==> config.mk <==
export PLATFORM = sky130hd
export DESIGN_NAME = move_input_sequencer
export DESIGN_NICKNAME = d
export VERILOG_FILES = /design/src/rtl/move_input_sequencer_pkg.sv /design/src/rtl/move_input_sequencer_btn_debounce.sv /design/src/rtl/move_input_sequencer.sv
export SDC_FILE = /design/constraint.sdc
export NUM_CORES = 1
export LEC_CHECK = 0
export CAP_MARGIN = 25
export CORE_MARGIN = 1
export CORE_UTILIZATION = 54
export CTS_BUF_LIST = sky130_fd_sc_hd__clkbuf_8
export DETAILED_ROUTE_END_ITERATION = 12
export GPL_TIMING_DRIVEN = 1
export PLACE_DENSITY_LB_ADDON = 0.2
export SLEW_MARGIN = 15
export SYNTH_ARGS = -nofsm -noshare
export SYNTH_HDL_FRONTEND = slang
export SYNTH_SLANG_ARGS = --single-unit
==> constraint.sdc <==
create_clock -name clk -period 2.6 [get_ports clk]
set_input_delay 0.39 -clock clk [delete_from_list [all_inputs] [get_ports clk]]
set_output_delay 0.39 -clock clk [all_outputs]
set_load 0.05 [all_outputs]
==> run_1/m4.png <==
Drawn at 4 px/µm. Supply wires on this layer in gray.
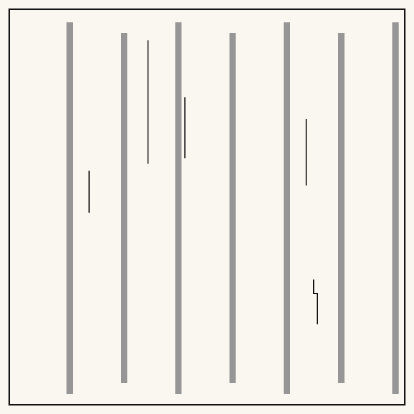
share of all routed wire: 0.91%
nets with wire on the layer: 4
final wirelength: 9260 µm
Vias: 4049

==> run_1/gates.png <==
Drawn at 6 px/µm.
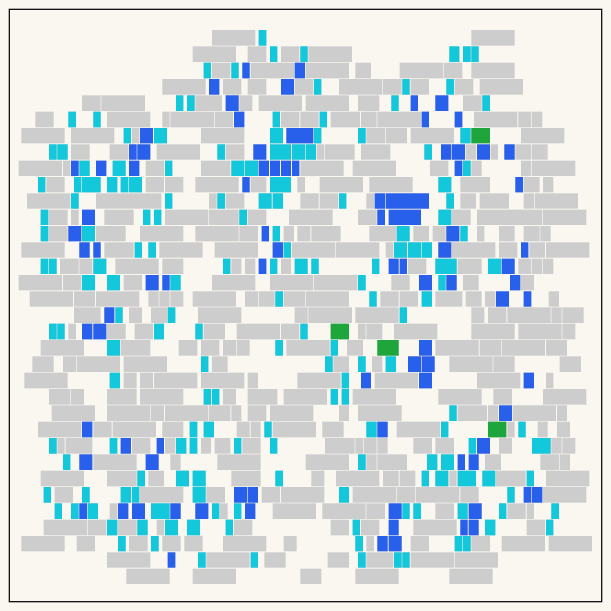
| family | color | cells | where |
|---|---|---|---|
| nand cells | blue | 90 | spread over the die |
| non-inverting ao/oa cells | green | 4 | east |
| nor cells | cyan | 172 | spread over the die |
most numerous logic cell after layout: dfxtp_1
Non-Filler Instances: 723

==> run_1/closeup.png <==
Window x 34 to 64, y 15 to 45 µm. Cells in gray, sequential cells in the stronger gray; small squares are vias.
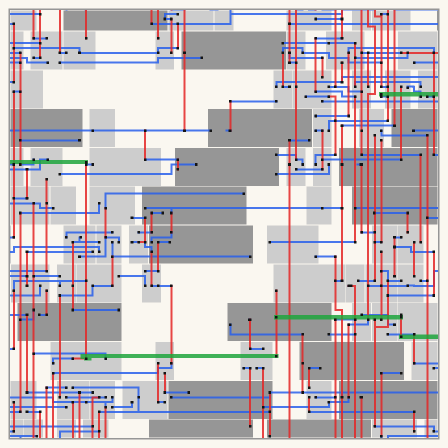
| layer | color |
|---|---|
| M3 | green |
| M1 | blue |
| M2 | red |
cells with their middle in the window: 70
sequential cells in the window: 14
most frequent: nor2_1 (14), dfxtp_1 (14)

==> changes_impl.md, run 1 <==
## Implementation

- Status: completed
- WP data required: just under 3 ns
- Htree depth: 4
- Post-CTS Setup Repair Bufs: 0
- NumNets Final: 619
- Worst path cell trace: ha_1, nand3b_4, or4_1, or4_1, a21oi_1
- Max reg flops: 72
- Yosys stat cell total: just under 600
- Critical path class: flop to flop
- Largest net degree at the start of global routing: 17
- RSZ-0062 raised after global routing: no
- Max_cap viols: 0
- IO Pins: 14
- Async SR Flop Fraction: 0%
- Yosys reg bits: 117
- Logic area: 2550 µm²
- DPL Wire Length: between 6000 and 7000 µm
- Cts hold-fix bufs: 0
- Fp_density: a little under three fifths
- Die Span X: 98.5 µm
- Cell taking the most area after synthesis: dfxtp_1
- Most common cell on crit path: or4_1
- Clk_skew: slightly below 0.007 ns
- Port Buffers: 13
- CP Max Fanout: 8
- Antenna violations before repair: 0
- CP Capture Type: flop
- Slew HR: around three fifths
- Setup TNS: 0 ns
- Synth Seq Share: 46.6%
- CTS root buf: clkbuf_8
- Core area: between 8000 and 9000 µm²
- Fill cells: around 760
- Synthesized net count: about 600
- Max Slew Vio Count: 0
- Most numerous logic cells after layout: dfxtp_1, nor2_1, xnor2_1, nand3_1, nand4_1
- Synth Instances: around 580
- Vias in the first global route: 3841
- Synthesized area: 5030 µm²
- R2r setup slk: about 0.51 ns
- Syn avg cell area: between 8 and 9 µm²
- CTS buffer count: 17
- Critical Path Source Type: flop
- Overall power: approximately 0.0034 W
- Synth cell types: 41
- Clock slew at reported path FFs: ~0.060 ns
- Layout Utilization: roughly 64%
- Arr. time, crit path: 2.43 ns
- CTS tree: done
- # rows: 34
- Setup violators final: 0
- Layout cell share with drive strength beyond 1: ~8.9%
- Vias per cell: between 5 and 6
- Yosys chip area: 5030 µm²
- CP max-delay cell: or4_1
- Tool warning count: 26
- Fmax: 478 MHz
- Worst min-delay path category: flop to flop
- Layout area overhead: 12.9%
- CTS Buffer Depth: 2
- Tmin final: approximately 2.1 ns
- Worst-Margin Slew: ~0.62 ns
- Ys Warns: 0
- Period utilisation layout: 80.4%
- Total die size: ~9700 µm²
- Critical path's largest stage delay: about 0.65 ns
- Clk ins delay skew pair: a little over 0.4 ns
- Antenna Violating Nets Remaining: 0
- DR pass1 iterations: 6
- Max-area cell share: between 40% and 50%
- Power Density: about 600 nW/µm²
- Pleak: between 1.5 and 2 nW
- Die height: 98.5 µm
- Worst Reg-to-Reg Cells: 5
- Avg WL per Cell: 12.8 µm
- Initial drt markers: 145
- Worst vdd ir: around 0.00052 V
- Biggest area cells: dfxtp_1, xnor2_1, nor2_1
- Most common reg cell: dfxtp_1
- RD Place Congestion: about 0.9
- Drt drc: 0
- # clock sinks: around 120
- Post-CTS Resized: 0
- Grt total ovfl: 0
- Hold Path Stages: 1
- Final Hold Vio Count: 0
- Post-synth EDFFs: 0
- GRT Overall Usage: between 20% and 30%
- N_diodes: 0
- First-pass GRT wire length: about 17000 µm
- Reg area: between 2000 and 2500 µm²
run 1: metrics by stage:
| step | hold WS [ns] | area [µm²] | setup WS [ns] | instances |
|---|---|---|---|---|
| floorplan | 0.389 | 5030 | 0.696 | 579 |
| global placement | 0.393 | 5320 | 0.225 | 696 |
| detailed placement | 0.401 | 5320 | 0.157 | 696 |
| CTS | 0.415 | 5670 | 0.507 | 723 |
| global route | 0.428 | 5670 | 0.362 | 723 |
| finish | 0.411 | 5670 | 0.509 | 723 |
run 1: synthesized netlist by cell type (2+ instances only):
cell type / n
nand3_1: 32
nor3_1: 24
o21ai_0: 12
nand4_1: 31
o21ai_1: 4
buf_2: 2
mux2i_1: 5
xor2_1: 12
clkbuf_1: 10
a21oi_1: 13
nor4b_1: 4
a31o_2: 2
nor2_1: 113
nor4bb_1: 3
dfxtp_1: 117
nand2_1: 24
inv_1: 22
or2_2: 9
and3_1: 10
and4_1: 2
or4_1: 6
xnor2_1: 60
nor4_1: 28
o31ai_1: 6
or3_1: 8
ha_1: 5
run 1: cell type report:
type | count | share of cell area (%)
Multi-Input combinational cell | 426 | 44.9
Sequential cell | 117 | 41.3
Clock inverter | 7 | 1.48
Inverter | 22 | 1.46
Timing Repair Buffer | 23 | 3.62
Tap cell | 108 | 2.38
Clock buffer | 20 | 4.85
run 1: report_power, final:
part           total (W)  leakage (nW)  internal [W]  switching [W]
Combinational  0.0000582         0.604     0.0000269      0.0000313
Sequential       0.00181         0.945       0.00180     0.00000748
Clock            0.00153         0.193      0.000891       0.000639
run 1: cells by family (layout without fill, tap and decap cells):
logic type                 Yosys count  after routing  share of synthesized area, %
AOI/OAI and AO/OA                   43             43                          5.15
xor gates and xnor gates            72             72                          12.5
adders and majority gates            5              5                          1.24
buffers and inverters               36             72                          2.76
DFF                                117            117                          46.6
muxes                                5              5                         0.996
and+or+nand+nor                    301            301                          30.7
run 1: metal layers:
layer / wire length (µm) / track usage, %
met5: 0 / 0
met4: 83 / 6.77
met3: 295 / 5.60
met2: 4570 / 36.3
met1: 4310 / 25.2
run 1: worst max-delay path: cells and delay by family (launching register included):
kind | cells | cell delay [ns]
compound gates | 1 | 0.15
fa+ha+maj | 1 | 0.26
flops | 1 | 0.40
simple gates | 3 | 1.21
==> run_1/route_heat.png <==
Drawn at 4 px/µm. 20 x 20 tiles, from white (low) to dark blue (high), scaled to the fullest tile. Values are wire area over tile area, all layers added.
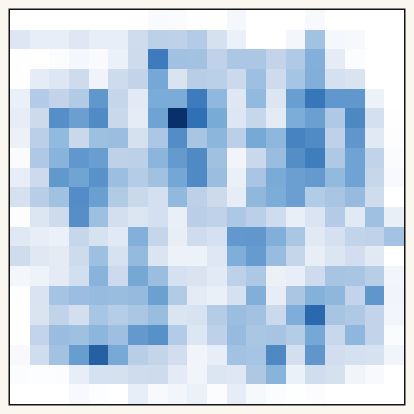

==> inputs of run 2 (changes only) <==
- clock period: 2.6 -> 1.9 ns (I/O delays scaled with it)
==> run_2/route_heat.png <==
Drawn at 4 px/µm. 20 x 20 tiles, from white (low) to dark blue (high), scaled to the fullest tile. Values are wire area over tile area, all layers added.
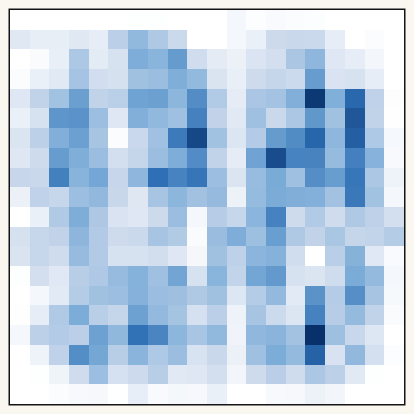
nearly empty tiles: 12%
tiles over half the peak: 13%
mean over tiles: 0.16
fullest tile: 0.57
Avg WL per Cell: 13.1 µm
GRT Overall Usage: 21.7%
final wirelength: 9840 µm
Vias: 4202

==> run_2/m4.png <==
Drawn at 4 px/µm. Supply wires on this layer in gray.
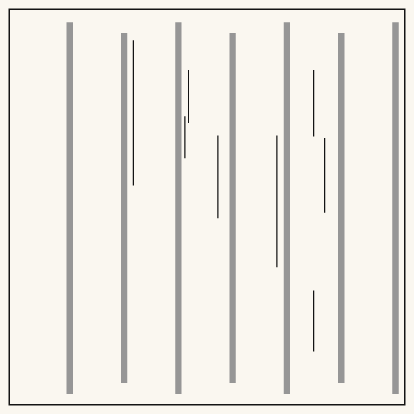

==> run 2 against run 1 <==
Via count rose by 3.8%. Core utilization grew 3.2 points. Critical path depth down 4.
==> changes_impl.md, run 2 <==
## Implementation

- Core area: 8850 µm² (unchanged)
- Total die size: 9700 µm² (unchanged)
- # clock sinks: 117 (unchanged)
- Fmax: 545 MHz
- Layout area overhead: 18.5%
- Synth cell types: 41 (unchanged)
- Post-synth EDFFs: 0 (unchanged)
- Hold Path Stages: 1 (unchanged)
- Clk_skew: 0.0122 ns (+0.00531 ns)
- Synth Seq Share: 46.6% (unchanged)
- Post-CTS Setup Repair Bufs: 0 (unchanged)
- CTS root buf: clkbuf_8
- Slew HR: 65.3% (+7.1 points)
- Drt drc: 0 (unchanged)
- Max Slew Vio Count: 0 (unchanged)
- Pleak: 1.91 nW (+9.7%)
- Biggest area cells: dfxtp_1, xnor2_1, nor2_1
- Worst path cell trace: clkdlybuf4s50_1
- CTS Buffer Depth: 2 (unchanged)
- Synthesized area: 5030 µm² (unchanged)
- Vias in the first global route: 3932 (+2.4%)
- Max_cap viols: 0 (unchanged)
- Critical path class: flop to output pin
- Max reg flops: 72 (unchanged)
- Worst-Margin Slew: 0.519 ns (-0.104 ns)
- N_diodes: 0 (unchanged)
- Arr. time, crit path: 1.55 ns (-0.88 ns)
- Most numerous logic cell after layout: dfxtp_1
- Synth Instances: 579 (unchanged)
- Synth cell count leaders: dfxtp_1, nor2_1, xnor2_1, nand3_1, nand4_1
- Cell family with most CP delay: buffers and inverters
- Max-area cell share: 46.6% (unchanged)
- Yosys chip area: 5030 µm² (unchanged)
- Most common reg cell: dfxtp_1
- Antenna violations before repair: 0 (unchanged)
- Clk ins delay skew pair: 0.42 ns (about the same)
- Syn avg cell area: 8.68 µm² (unchanged)
- DPL Wire Length: 6950 µm (+6.7%)
- Layout cell share with drive strength beyond 1: 13.6% (+4.6 points)
- Critical path's largest stage delay: 0.82 ns (+0.17 ns)
- CP max-delay cell: clkdlybuf4s50_1
- Ys Warns: 0 (unchanged)
- Antenna Violating Nets Remaining: 0 (unchanged)
- Clock slew at reported path FFs: 0.06 ns (about the same)
- RD Place Congestion: 0.808 (-8.4%)
- RSZ-0062 raised after global routing: no
- WP data required: 1.62 ns (-1.31 ns)
- Grt total ovfl: 0 (unchanged)
- Synthesized net count: 591 (unchanged)
- Worst vdd ir: 0.000576 V (+9.9%)
- Worst Reg-to-Reg Cells: 5 (unchanged)
- CTS tree: done
- CP Capture Type: output pin
- Largest net degree at the start of global routing: 18 (+1)
- Layout Utilization: 67.3% (+3.2 points)
- Tmin final: between 1.5 and 2 ns
- # rows: 34 (unchanged)
- Port Buffers: 13 (unchanged)
- Fp_density: 56.8% (unchanged)
- Critical Path Source Type: flop
- Yosys reg bits: 117 (unchanged)
- Final Hold Vio Count: 0 (unchanged)
- NumNets Final: 641 (+3.6%)
- Stages on worst setup path: 1 (-4)
- Period utilisation layout: around 97%
- Fill cells: 705 (-7.4%)
- Overall power: 0.00512 W (+51%)
- Die Span X: 98.5 µm (unchanged)
- Most numerous logic cells after layout: dfxtp_1, nor2_1, xnor2_1, buf_4, nand3_1
- Worst min-delay path category: flop to flop
- CTS buffer count: 17 (unchanged)
- Cell taking the most area after synthesis: dfxtp_1
- Async SR Flop Fraction: 0% (unchanged)
- IO Pins: 14 (unchanged)
- DR pass1 iterations: 6 (unchanged)
- Die height: 98.5 µm (unchanged)
- Initial drt markers: 152 (+4.8%)
- Yosys stat cell total: 579 (unchanged)
- First-pass GRT wire length: 17100 µm (+2.8%)
- CP Max Fanout: 2 (-6)
- Tool warning count: 26 (unchanged)
- Setup violators final: 0 (unchanged)
- Power Density: 859 nW/µm² (+43%)
- R2r setup slk: 0.09 ns (-0.42 ns)
- Most frequent cell after synthesis: dfxtp_1
- Critical path buffers and inverters: 1 (+1)
- Status: completed
- Htree depth: 4 (unchanged)
- Vias per cell: 5.61 (+0.18%)
==> run_2/closeup.png <==
Window x 34 to 64, y 15 to 45 µm. Cells in gray, sequential cells in the stronger gray; small squares are vias.
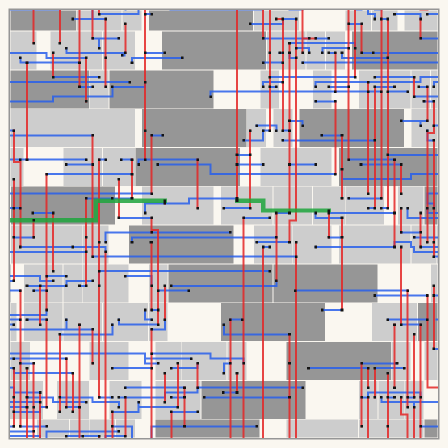
| layer | color |
|---|---|
| M3 | green |
| M1 | blue |
| M2 | red |
most frequent: dfxtp_1 (17), nor2_1 (14)
cells with their middle in the window: 76
sequential cells in the window: 17

-- run 2: cell types whose count changed in the layout (fill, tap and decap cells not counted), sizes merged --
cell and change:
buf +23, bufinv +3, clkbuf -1, clkdlybuf4s50 -2
clkinv -2, clkinvlp +2, dlymetal6s2s +1, inv +2
-- run 2: metal layers --
layer / vias to the layer above / track usage, % / part of all wire, %
met5: - / 0 / 0
met4: 0 / 9.41 / 1.6
met3: 18 / 5.46 / 4.0
met2: 86 / 37.6 / 50
met1: 1973 / 25.4 / 45
li1: 2125 / - / -
-- run 2: timing repair --
| item | 4_1_cts | 5_1_grt |
|---|---|---|
| resized | 1 | 7 |
| setup endpoints to repair | 3 | 33 |
| pin swaps | 0 | 1 |
| hold buffers | 0 | 0 |
-- run 2: final cells by class --
type	instances	area, µm²	share of cell area, %
clock buffers	19	262	4.39
inverters	22	82.6	1.39
well taps	108	135	2.27
flip-flops and latches	117	2350	39.4
clock inverters	12	186	3.13
repair buffers	45	370	6.22
multi-input cells	426	2570	43.2
-- run 2: report_power, final --
part | switching (W) | internal, W
Sequential | 0.0000101 | 0.00247
Combinational | 0.0000473 | 0.0000451
Clock | 0.000942 | 0.00161
Total | 0.000999 | 0.00412
-- run 2: cell families (layout without fill, tap and decap cells) --
| kind of cell | Yosys count | in the layout | share of synthesized area, % |
|---|---|---|---|
| AND-OR/OR-AND | 43 | 43 | 5.15 |
| XOR/XNOR | 72 | 72 | 12.5 |
| adder cells (fa/ha/maj) | 5 | 5 | 1.24 |
| buffers and inverters | 36 | 98 | 2.76 |
| flip-flops | 117 | 117 | 46.6 |
| multiplexers | 5 | 5 | 0.996 |
| AND/OR/NAND/NOR | 301 | 301 | 30.7 |
-- run 2: stage by stage --
stage	setup TNS, ns	cells	area [µm²]	hold slack (ns)	setup WS, ns
final	0	749	5960	0.420	0.0643
after detailed placement	-4.06	718	5480	0.398	-0.312
after global routing	0	749	5960	0.420	0.00306
after floorplan	0	579	5030	0.389	0.00643
after CTS	0	749	5930	0.412	0.00141
after global placement	-3.36	718	5480	0.393	-0.238
No activity file was given, so power comes from the tool's default toggle rates.
